## config.mk

```make
export PLATFORM = sky130hd
export DESIGN_NAME = data_fifo
export DESIGN_NICKNAME = d
export VERILOG_FILES = /design/src/rtl/data_fifo_pkg.sv /design/src/rtl/data_fifo_mem.sv /design/src/rtl/data_fifo.sv
export SDC_FILE = /design/constraint.sdc
export NUM_CORES = 1
export LEC_CHECK = 0
export CAP_MARGIN = 20
export CORE_MARGIN = 10
export CORE_UTILIZATION = 50
export DETAILED_ROUTE_END_ITERATION = 8
export PLACE_DENSITY = 0.72
export SYNTH_ARGS = -nofsm -noshare
export SYNTH_HDL_FRONTEND = slang
export SYNTH_SLANG_ARGS = --single-unit
export TNS_END_PERCENT = 50
```

## constraint.sdc

```tcl
create_clock -name clk -period 4.94 [get_ports clk]
set_clock_uncertainty 0.1 [all_clocks]
set_input_delay 0.988 -clock clk [delete_from_list [all_inputs] [get_ports clk]]
set_output_delay 0.988 -clock clk [all_outputs]
set_load 0.005 [all_outputs]
```

## src/rtl/data_fifo_pkg.sv

```systemverilog
// rtl/data_fifo_pkg.sv - shared word type and defaults for the data FIFO
package data_fifo_pkg;

    localparam int DEPTH_DEFAULT = 8;
    localparam int WORD_W        = 32;

    typedef logic [WORD_W-1:0] word_t;

    // Per-edge activity, encoded as {push, pop}
    typedef enum logic [1:0] {
        OP_IDLE = 2'b00,
        OP_POP  = 2'b01,
        OP_PUSH = 2'b10,
        OP_BOTH = 2'b11
    } fifo_op_e;

endpackage

```

## src/rtl/data_fifo_mem.sv

```systemverilog
// rtl/data_fifo_mem.sv - DEPTH x WORD_W storage, sync write, combinational read
module data_fifo_mem
    import data_fifo_pkg::*;
#(
    parameter int DEPTH  = DEPTH_DEFAULT,
    parameter int ADDR_W = $clog2(DEPTH)
) (
    input  logic              i_clk,
    input  logic              i_wr_en,
    input  logic [ADDR_W-1:0] i_wr_addr,
    input  logic [WORD_W-1:0] i_wr_data,
    input  logic [ADDR_W-1:0] i_rd_addr,
    output logic [WORD_W-1:0] o_rd_data
);

    word_t r_mem [DEPTH];

    always_ff @(posedge i_clk) begin
        if (i_wr_en) begin
            r_mem[i_wr_addr] <= i_wr_data;
        end
    end

    assign o_rd_data = r_mem[i_rd_addr];

endmodule

```

## src/rtl/data_fifo.sv

```systemverilog
// rtl/data_fifo.sv - first-word fall-through FIFO with occupancy count and sticky drop flag
module data_fifo
    import data_fifo_pkg::*;
#(
    parameter int DEPTH = DEPTH_DEFAULT,
    parameter int CNT_W = $clog2(DEPTH) + 1
) (
    input  logic              clk,
    input  logic              reset,
    input  logic [WORD_W-1:0] data_in,
    input  logic              in_valid,
    output logic              in_ready,
    output logic [WORD_W-1:0] data_out,
    output logic              out_valid,
    input  logic              out_ready,
    output logic [CNT_W-1:0]  count,
    output logic              drop_err
);

    localparam int               PTR_W    = $clog2(DEPTH);
    localparam logic [CNT_W-1:0] FULL_CNT = CNT_W'(DEPTH);

    logic [PTR_W-1:0] r_wr_ptr;
    logic [PTR_W-1:0] r_rd_ptr;
    logic [CNT_W-1:0] r_count;
    logic             r_drop_err;

    logic             w_push;
    logic             w_pop;
    fifo_op_e         w_op;
    word_t            w_rd_data;

    // in_ready comes only from stored state, so a pop cannot free a slot for the same edge
    assign in_ready  = (r_count != FULL_CNT);
    assign out_valid = (r_count != '0);
    assign w_push    = in_valid && in_ready;
    assign w_pop     = out_valid && out_ready;
    assign w_op      = fifo_op_e'({w_push, w_pop});

    assign data_out  = out_valid ? w_rd_data : '0;
    assign count     = r_count;
    assign drop_err  = r_drop_err;

    data_fifo_mem #(
        .DEPTH  (DEPTH),
        .ADDR_W (PTR_W)
    ) u_mem (
        .i_clk     (clk),
        .i_wr_en   (w_push && !reset),
        .i_wr_addr (r_wr_ptr),
        .i_wr_data (data_in),
        .i_rd_addr (r_rd_ptr),
        .o_rd_data (w_rd_data)
    );

    always_ff @(posedge clk) begin
        if (reset) begin
            r_wr_ptr   <= '0;
            r_rd_ptr   <= '0;
            r_count    <= '0;
            r_drop_err <= 1'b0;
        end else begin
            if (w_push) begin
                r_wr_ptr <= r_wr_ptr + PTR_W'(1);
            end
            if (w_pop) begin
                r_rd_ptr <= r_rd_ptr + PTR_W'(1);
            end
            unique case (w_op)
                OP_PUSH: r_count <= r_count + CNT_W'(1);
                OP_POP:  r_count <= r_count - CNT_W'(1);
                default: r_count <= r_count;
            endcase
            if (in_valid && !in_ready) begin
                r_drop_err <= 1'b1;
            end
        end
    end

endmodule

```

==> results.sh <==
# physical design summary
export IMPL_crit_arrival_ns=2.94
export IMPL_setup_tns_ns=0
export IMPL_ys_warnings_count=0
export IMPL_gp_congestion=0.734
export IMPL_antenna_cells=0
export IMPL_rows=52
export IMPL_totalWireLength_mm=20.3
export IMPL_r2r_end="count[2]$_SDFFE_PP0P_"
export IMPL_core_area_sq_um=20400
export IMPL_leakagePower_nw=3.88
export IMPL_ys_flop_type="edfxtp_1"
export IMPL_die_area_sq_um=27100
export IMPL_via_per_inst=5.68
export IMPL_setup_violations=0
export IMPL_r2r_start="count[1]$_SDFFE_PP0P_"
export IMPL_status="completed"
export IMPL_top_layer="met4"
export IMPL_synth_edff_count=256
export IMPL_fp_util_pct=51.3
export IMPL_dp_final_hpwl_mm=11.6
export IMPL_route_detailed_drc=0
export IMPL_worst_slew_pin_transition_ns=1.05
export IMPL_drtIter0Drc=344
export IMPL_power_density_nw_per_um2=499
export IMPL_hold_path_endpoint="drop_err$_SDFFE_PP0P_"
export IMPL_yosysSeqAreaShare_pct=76.0
export IMPL_lay_top_cells="edfxtp_1 (256), clkdlybuf4s50_1 (74), mux4_2 (64)"
export IMPL_crit_type="reg2out"
export IMPL_cts_resized=0
export IMPL_final_nets=623
export IMPL_vias=4954
export IMPL_netlist_instances=487
export IMPL_grt_overflow_total=0
export IMPL_clock_path_buffers=3
export IMPL_cts_made_buffers=27
export IMPL_layout_top_cell="edfxtp_1"
export IMPL_grt_pass1_wl_mm=31.3
export IMPL_drive_gt1_share_pct=23.6
export IMPL_ys_cells=487
export IMPL_fp_dieH_microns=165
export IMPL_cts_setup_buffers=0
export IMPL_wirelength_met1_mm=8.54
export IMPL_ant_nets=0
export IMPL_cts_sinks=270
export IMPL_syn_area_per_cell_sq_um=21.5
export IMPL_finalClockPeriodUsage_pct=81.5
export IMPL_met2WireLength_mm=10.1
export IMPL_synth_chip_area_sq_um=10500
export IMPL_drv_cap=0
export IMPL_synthArstFlopShare_pct=0
export IMPL_slew_viol_final=0
export IMPL_grt_max_degree=65
export IMPL_r2r_slack_ns=1.95
export IMPL_io_pins=75
export IMPL_hold_path_class="reg2reg"
export IMPL_cts_tree="yes"
export IMPL_antenna_found_initial=0
export IMPL_total_power_w=0.00622
export IMPL_synth_net_count=528
export IMPL_cts_max_level=1
export IMPL_ctsHoldBuffers=0
cells in the mapped netlist, drive strengths merged (3+ instances only):
cell type / instances / share of area, %
a21oi: 3 / 0.18
buf: 16 / 1.2
clkbuf: 10 / 0.36
dfxtp: 14 / 2.7
edfxtp: 256 / 73
ha: 5 / 0.60
mux2i: 34 / 3.2
mux4: 64 / 14
nand2: 5 / 0.41
nand3: 4 / 0.24
nor2: 49 / 1.8
nor3: 4 / 0.19
xor2: 6 / 0.57
per-stage QoR:
stage               hold slack [ns]  std cells  cell area [sq um]  setup WS (ns)  util [%]
floorplan                     0.363        487              10500         0.0713         -
global placement              0.363        823              11600           1.35      56.8
detailed placement            0.367        823              11600           1.35      56.8
CTS                           0.384        872              12500          0.818      61.0
global route                  0.415        872              12500          0.670      61.0
finish                        0.377        872              12500          0.914      61.0
critical path, cell delays in order (launching register included):
cell and delay [ns]:
dfxtp_4 0.71, buf_4 0.41, mux4_2 0.54, mux2i_1 0.21, nor2_1 0.07, clkdlybuf4s50_1 0.46
logic make-up after synthesis:
kind of cell,Yosys count,share of synthesized area (%)
multiplexers,100,17.2
XOR/XNOR,7,0.729
AND-OR/OR-AND,6,0.394
adder cells (fa/ha/maj),5,0.597
flip-flops,270,76.0
buffers and inverters,28,1.62
AND/OR/NAND/NOR,71,3.39
power breakdown:
group          switching, W  internal, W  leakage [nW]
Sequential         0.000156      0.00261          2.43
Clock              0.000804      0.00116         0.424
Combinational      0.000630     0.000860          1.03
registers in the layout, summed over array words and instances, names as in the netlist, named ones only:
register     count
count            4
r_rd_ptr         3
u_mem.r_mem    256
drop_err         1
r_wr_ptr         3
area by class of cell:
| cell class | count | area [sq um] |
|---|---|---|
| multi-input cells | 189 | 2400 |
| inverters | 2 | 7.51 |
| flip-flops and latches | 270 | 7980 |
| clock buffers | 31 | 691 |
| clock inverters | 18 | 171 |
| fillers | 1423 | 7960 |
| well taps | 270 | 338 |
| repair buffers | 92 | 888 |
per-layer routing:
layer  track usage (%)  vias up
li1                  -     2182
met5                 0        -
met2              25.2      144
met1              19.7     2592
met3              2.91       36
met4              4.11        0
worst max path at each step:
stage,from,cells past startpoint,end
final,register,5,data_out[12]
after global routing,register,5,data_out[9]
after CTS,register,5,data_out[9]
after detailed placement,reset,5,u_mem.r_mem[6][24]$_DFFE_PP_
after global placement,register,5,data_out[9]
after floorplan,reset,2,u_mem.r_mem[4][0]$_DFFE_PP_
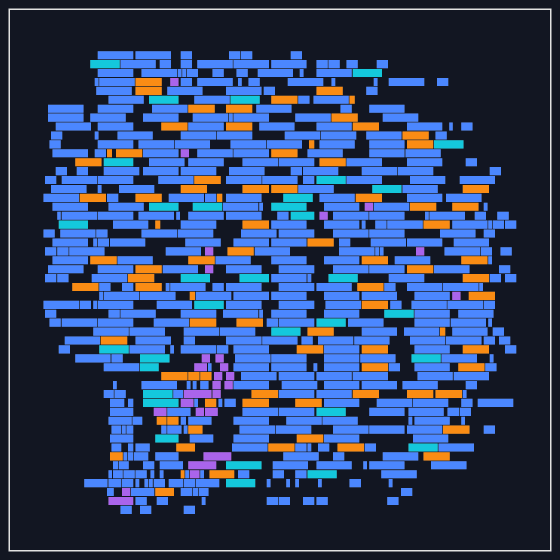
sizes.png
_3 and _4 cells -> purple  # cells 27, share 4.5%, most used buf_4
_2 cells -> orange  # cells 82, share 14%, most used mux4_2
_6 and larger -> cyan  # cells 33, share 5.5%, most used clkbuf_16
_0 and _1 cells -> blue  # cells 460, share 76%, most used edfxtp_1
Synth-to-Final Area Change: 19.0%
setup ws final: 0.914 ns
design area: 12,500 sq um

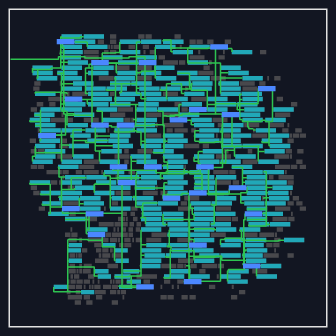
clk_routes.png
clock drivers -> blue  # count 27
clock wires -> green  # length 2,750 microns
flip-flops -> cyan  # count 270
routed clock nets = 28
clock group share of total power: 31.5%
Latency at later pin: 0.51 ns
P_clk: 0.00196 W

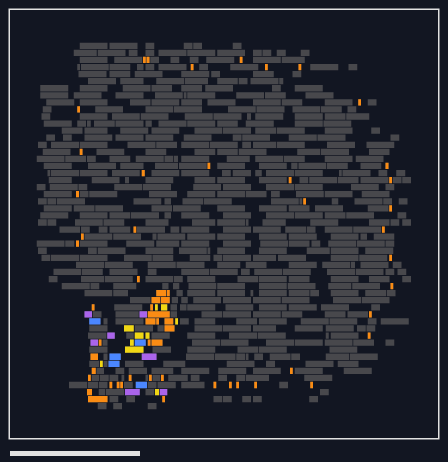
logic_types.png
Bar = 50 microns.
NAND gates -> yellow  # cells 10
XOR/XNOR gates -> purple  # cells 7
adder and majority cells -> blue  # cells 5, where bottom left
NOR gates -> orange  # cells 58, where all over the die

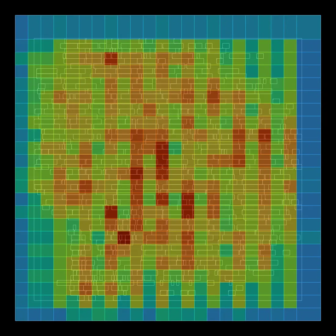
congestion.png
GRT Overall Usage: 15.0%
M1 GR Usage: 19.7%
routed len/inst: 23.2 microns
grt met2 use: 25.2%

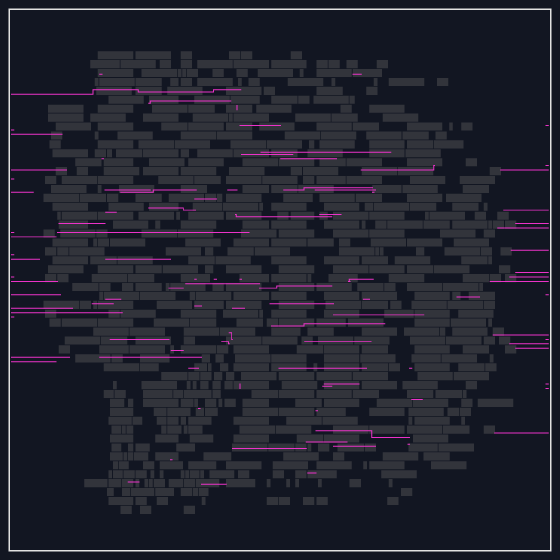
layer_met3.png
longest straight run = 58.4 microns
wire length on this layer = 1,180 microns
nets with wire on the layer = 64

Power and IR drop assume default switching activity.
